**config.mk**
```make
export PLATFORM = sky130hd
export DESIGN_NAME = ex_hazard_ctrl
export DESIGN_NICKNAME = d
export VERILOG_FILES = /design/src/rtl/ex_hazard_ctrl.sv
export SDC_FILE = /design/constraint.sdc
export NUM_CORES = 1
export LEC_CHECK = 0
export CAP_MARGIN = 20
export CORE_ASPECT_RATIO = 0.7
export CORE_MARGIN = 2
export CORE_UTILIZATION = 30
export DETAILED_ROUTE_END_ITERATION = 7
export GPL_ROUTABILITY_DRIVEN = 0
export HOLD_SLACK_MARGIN = 0.03
export PLACE_DENSITY = 0.71
export SETUP_SLACK_MARGIN = 0.3
export SYNTH_ARGS = -nofsm -noshare
export SYNTH_HDL_FRONTEND = slang
export SYNTH_SLANG_ARGS = --single-unit
```
**constraint.sdc**
```tcl
create_clock -name clk -period 3.8 [get_ports clk]
set_clock_uncertainty 0.1 [all_clocks]
set_input_delay 0.57 -clock clk [delete_from_list [all_inputs] [get_ports clk]]
set_output_delay 0.57 -clock clk [all_outputs]
set_load 0.005 [all_outputs]
```
**src/rtl/ex_hazard_ctrl.sv**
```systemverilog
// EX-stage hazard control: operand forwarding, load-use stall/bubble, multi-cycle MUL/DIV sequencing.
// Optional perf counters enabled by defining HAZARD_PERF_CNT_EN.
module ex_hazard_ctrl #(
  parameter int MUL_LAT = 3,
  parameter int DIV_LAT = 33
) (
  input  logic       clk,
  input  logic       reset,
  input  logic [4:0] if_id_rs1,
  input  logic [4:0] if_id_rs2,
  input  logic       if_id_uses_rs2,
  input  logic [4:0] id_ex_rs1,
  input  logic [4:0] id_ex_rs2,
  input  logic [4:0] id_ex_rd,
  input  logic       id_ex_mem_read,
  input  logic       id_ex_multi,
  input  logic       id_ex_is_div,
  input  logic       ex_kill,
  input  logic [4:0] ex_mem_rd,
  input  logic       ex_mem_reg_write,
  input  logic [4:0] mem_wb_rd,
  input  logic       mem_wb_reg_write,
  output logic [1:0] forward_a,
  output logic [1:0] forward_b,
  output logic       stall,
  output logic       id_ex_flush,
  output logic       multi_done,
  output logic       busy
`ifdef HAZARD_PERF_CNT_EN
  ,
  output logic [31:0] perf_lu_stalls,
  output logic [31:0] perf_multi_stalls
`endif
);

  typedef enum logic [1:0] {IDLE, BUSY, DONE} state_t;

  // The IDLE cycle and the DONE transition each account for one cycle of latency.
  localparam logic [7:0] MUL_CNT = 8'(MUL_LAT - 2);
  localparam logic [7:0] DIV_CNT = 8'(DIV_LAT - 2);

  state_t     state, state_nxt;
  logic [7:0] cnt, cnt_nxt;
  logic       lu;

  function automatic logic [1:0] fwd_sel(input logic [4:0] rs,
                                         input logic [4:0] em_rd, input logic em_we,
                                         input logic [4:0] mw_rd, input logic mw_we);
    if (em_we && em_rd != 5'd0 && em_rd == rs)      fwd_sel = 2'b01;
    else if (mw_we && mw_rd != 5'd0 && mw_rd == rs) fwd_sel = 2'b10;
    else                                            fwd_sel = 2'b00;
  endfunction

  assign forward_a = fwd_sel(id_ex_rs1, ex_mem_rd, ex_mem_reg_write, mem_wb_rd, mem_wb_reg_write);
  assign forward_b = fwd_sel(id_ex_rs2, ex_mem_rd, ex_mem_reg_write, mem_wb_rd, mem_wb_reg_write);

  assign lu = id_ex_mem_read && (id_ex_rd != 5'd0) &&
              ((id_ex_rd == if_id_rs1) || (if_id_uses_rs2 && (id_ex_rd == if_id_rs2)));

  assign busy = (state != IDLE);

  always_ff @(posedge clk) begin
    if (reset) begin
      state <= IDLE;
      cnt   <= 8'd0;
    end else begin
      state <= state_nxt;
      cnt   <= cnt_nxt;
    end
  end

  always_comb begin
    state_nxt   = state;
    cnt_nxt     = cnt;
    stall       = 1'b0;
    id_ex_flush = 1'b0;
    multi_done  = 1'b0;
    case (state)
      IDLE: begin
        if (id_ex_multi && !ex_kill) begin
          stall     = 1'b1;
          state_nxt = BUSY;
          cnt_nxt   = id_ex_is_div ? DIV_CNT : MUL_CNT;
        end else begin
          stall       = lu;
          id_ex_flush = lu;
        end
      end
      BUSY: begin
        // ID/EX is frozen here, so a load-use match must not inject a bubble.
        stall = 1'b1;
        if (ex_kill)           state_nxt = IDLE;
        else if (cnt == 8'd0)  state_nxt = DONE;
        else                   cnt_nxt   = cnt - 8'd1;
      end
      DONE: begin
        multi_done  = !ex_kill;
        stall       = lu;
        id_ex_flush = lu;
        state_nxt   = IDLE;
      end
      default: state_nxt = IDLE;
    endcase
  end

`ifdef HAZARD_PERF_CNT_EN
  logic multi_stall, lu_stall;

  assign multi_stall = (state == BUSY) || (state == IDLE && id_ex_multi && !ex_kill);
  assign lu_stall    = stall && !multi_stall;

  always_ff @(posedge clk) begin
    if (reset) begin
      perf_lu_stalls    <= 32'd0;
      perf_multi_stalls <= 32'd0;
    end else begin
      if (lu_stall)    perf_lu_stalls    <= perf_lu_stalls + 32'd1;
      if (multi_stall) perf_multi_stalls <= perf_multi_stalls + 32'd1;
    end
  end
`endif

endmodule

```
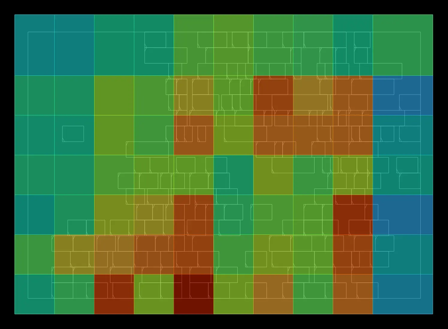
Fig. 1. Track usage over the die.
most used routing layer: met2
routing usage on met1: 20.2%
all-layer global routing usage: 16.2%
M2 GR Usage: 28.5%
met3 usage: 3.29%

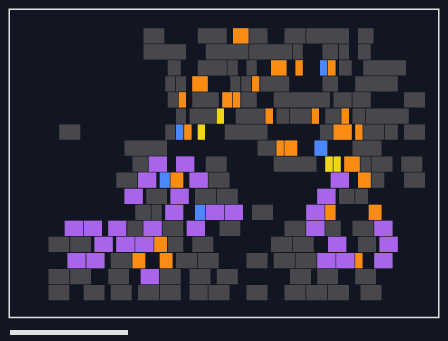
Fig. 2. Selected gate families.
The bar under the picture is 20 um long.
- yellow: inverters (cells 4)
- purple: XOR/XNOR gates (cells 30)
- blue: NAND gates (cells 5; where centre)
- orange: NOR gates (cells 26)
post-layout instance count excluding filler cells: 212
top logic cell by instance count in the layout: clkdlybuf4s50_1

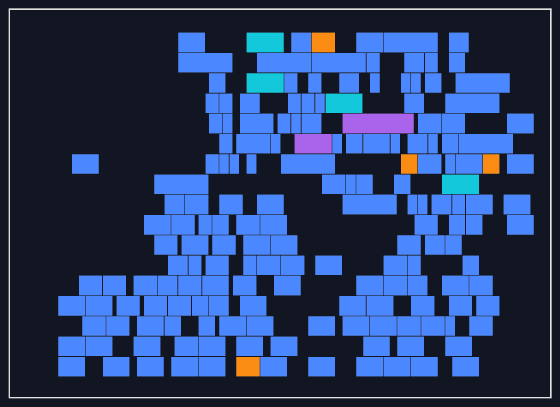
Fig. 3. Sizing map.
- blue: drive 1 or less (cells 164; share 94%)
- cyan: drive 6 and up (cells 4; share 2.3%)
- purple: drive 3 to 4 (cells 2; share 1.1%)
- orange: drive 2 (cells 4; share 2.3%)
Non-clock buffers: 51
final worst slack: 0.418 ns
P&R area growth vs syn: 60.7%
final design instance area without fill: 0.00158 mm^2

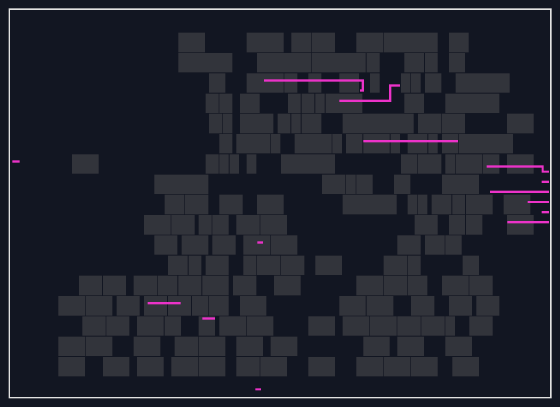
Fig. 4. Metal 3.
- wire length on this layer: 69.2 um
- nets with wire on the layer: 12
- longest straight run: 13.1 um
- main direction: horizontal
- share of all routed wire: 2.3%
wirelength, routed: 2970 um
detailed-route via count: 1076

==> job_summary.md <==
### Yosys + OpenROAD results

| Metric | Value |
|---|---|
| Number of pins with negative max-slew slack in the final report | 0 |
| Multiplexer fraction of the synthesized cell area | 0% |
| Port Buffers | 51 |
| Cell count of the worst reg-to-reg path | 6 |
| Synth Area in Compound Gates | 18.9% |
| Number of flops mapped to enable cells by yosys | 0 |
| Sequential-cell power consumption | 120 uW |
| Total combinational power | 152 uW |
| Die Area | 0.00377 mm^2 |
| Warning total across the stage logs | 27 |
| Top area contributor share | 20.4% |
| Number of tap cells added at floorplan | 38 |
| Number of antenna violations at the first check in global routing | 0 |
| Final Core Density | 50.3% |
| Boundary pin count | 52 |
| Logic cell area | 756 um^2 |
| Buffers & Inverters on Critical Path | 2 |
| Clock transition time at the flip-flop clock pins of the worst setup and hold paths | 0.05 ns |
| Vias in the first global route | 1049 |
| Detail Placement HPWL | 2490 um |
| H-tree depth reported by CTS | 1 |
| Die width | 72.5 um |
| Post-synthesis adder-cell area fraction | 2.54% |
| Crit Path Category | in2out |
| Post-layout min period | 3.38 ns |
| Combinational fraction of the cell area | 47.7% |
| Switching fraction of total power | 29.6% |
| Most area-hungry cell class in the final design | logic gates |
| Routed metal-1 wire length | 1410 um |
| Amount of wire on met3 after detailed routing | 69 um |
| Layout clock buffers | 4 |
| Detailed route wirelength on metal2 | 1460 um |
| Synth top cell by count | xor2_1 |
| Final net count | 221 |
| Post-Route Setup TNS | 0 ns |
| Fraction of power consumed by sequential logic | 29.2% |
| Crit path max-delay cell type | or4_1 |
| Buffers inserted by post-CTS timing repair | 0 |
| Power Clock | 139 uW |
| Global-route wire length before repair | 4800 um |
| Endpoint kind of the worst setup timing path | output port |
| CP required | 3.13 ns |
| Dominant kind of combinational cell | simple AND/OR/NAND/NOR gates |
| Result of the run | finished, final reports clean |
| Net Count, Synth | 168 |
| Simple share | 28.2% |
| Largest net degree at the start of global routing | 12 |
| Fraction of layout cells with a size suffix above 1 | 5.75% |
| Maximum achievable frequency | 296 MHz |
| Die H | 52.0 um |
| CP Launch Type | input port |
| Number of sinks driven by the clock tree | 10 |
| Num CTS Buffers | 3 |
| Number of antenna cells inserted | 0 |
| Portion of total power attributed to the clock network | 33.8% |
| Max incr delay on CP | 0.57 ns |
| Sequential cell count | 10 |
| Total iterations of the first detailed-routing run | 4 |
| Deepest clock path buffer count | 2 |
| Number of non-clock inverters in the layout | 4 |
[layout by cell type (no fill, tap or decap), types with 5 or more instances in the layout]
cell type,count
xor2_1,23
xnor2_1,7
nor4_1,7
o21ai_1,5
dfxtp_1,10
clkdlybuf4s50_1,51
nor2_1,12
or4_1,7
[how the worst max path moves through the flow]
stage / startpoint / to / slack [ns]
after CTS: ex_mem_rd[1] / forward_b[1] / 0.39
after floorplan: ex_mem_rd[1] / forward_a[1] / 1.48
final: ex_mem_rd[1] / forward_b[1] / 0.42
after global routing: ex_mem_rd[1] / forward_b[1] / 0.31
after detailed placement: ex_mem_rd[1] / forward_b[1] / 0.39
after global placement: ex_mem_rd[1] / forward_b[1] / 0.53
[flip-flops by register name, summed over array words and instances, names as in the netlist]
register / cells
cnt: 8
state: 2
[metal layers]
layer	up-vias	GRT usage (%)
li1	556	-
met1	499	20.2
met2	19	28.5
met3	2	3.29
met4	0	4.63
met5	-	0
[through the flow]
stage | setup WS, ns | power [mW] | instance area [um^2] | instances | hold WS, ns
6_report | 0.418 | 0.411 | 1580 | 212 | 0.387
5_1_grt | 0.311 | 0.431 | 1580 | 212 | 0.415
4_1_cts | 0.388 | 0.413 | 1580 | 212 | 0.392
3_5_place_dp | 0.390 | 0.273 | 1530 | 208 | 0.386
3_3_place_gp | 0.528 | 0.270 | 1530 | 208 | 0.369
2_1_floorplan | 1.48 | 0.198 | 986 | 122 | 0.352
[logic make-up (layout without fill, tap and decap cells)]
family | after synthesis | in the layout
adders and majority gates | 2 | 2
AOI/OAI and AO/OA | 26 | 26
DFF | 10 | 10
and+or+nand+nor | 47 | 47
buffers and inverters | 7 | 59
xor gates and xnor gates | 30 | 30
[timing repair]
item	4_1_cts	5_1_grt
setup endpoints to repair	0	2
hold buffers	0	0
gates resized	0	1
Power and IR drop assume default switching activity.
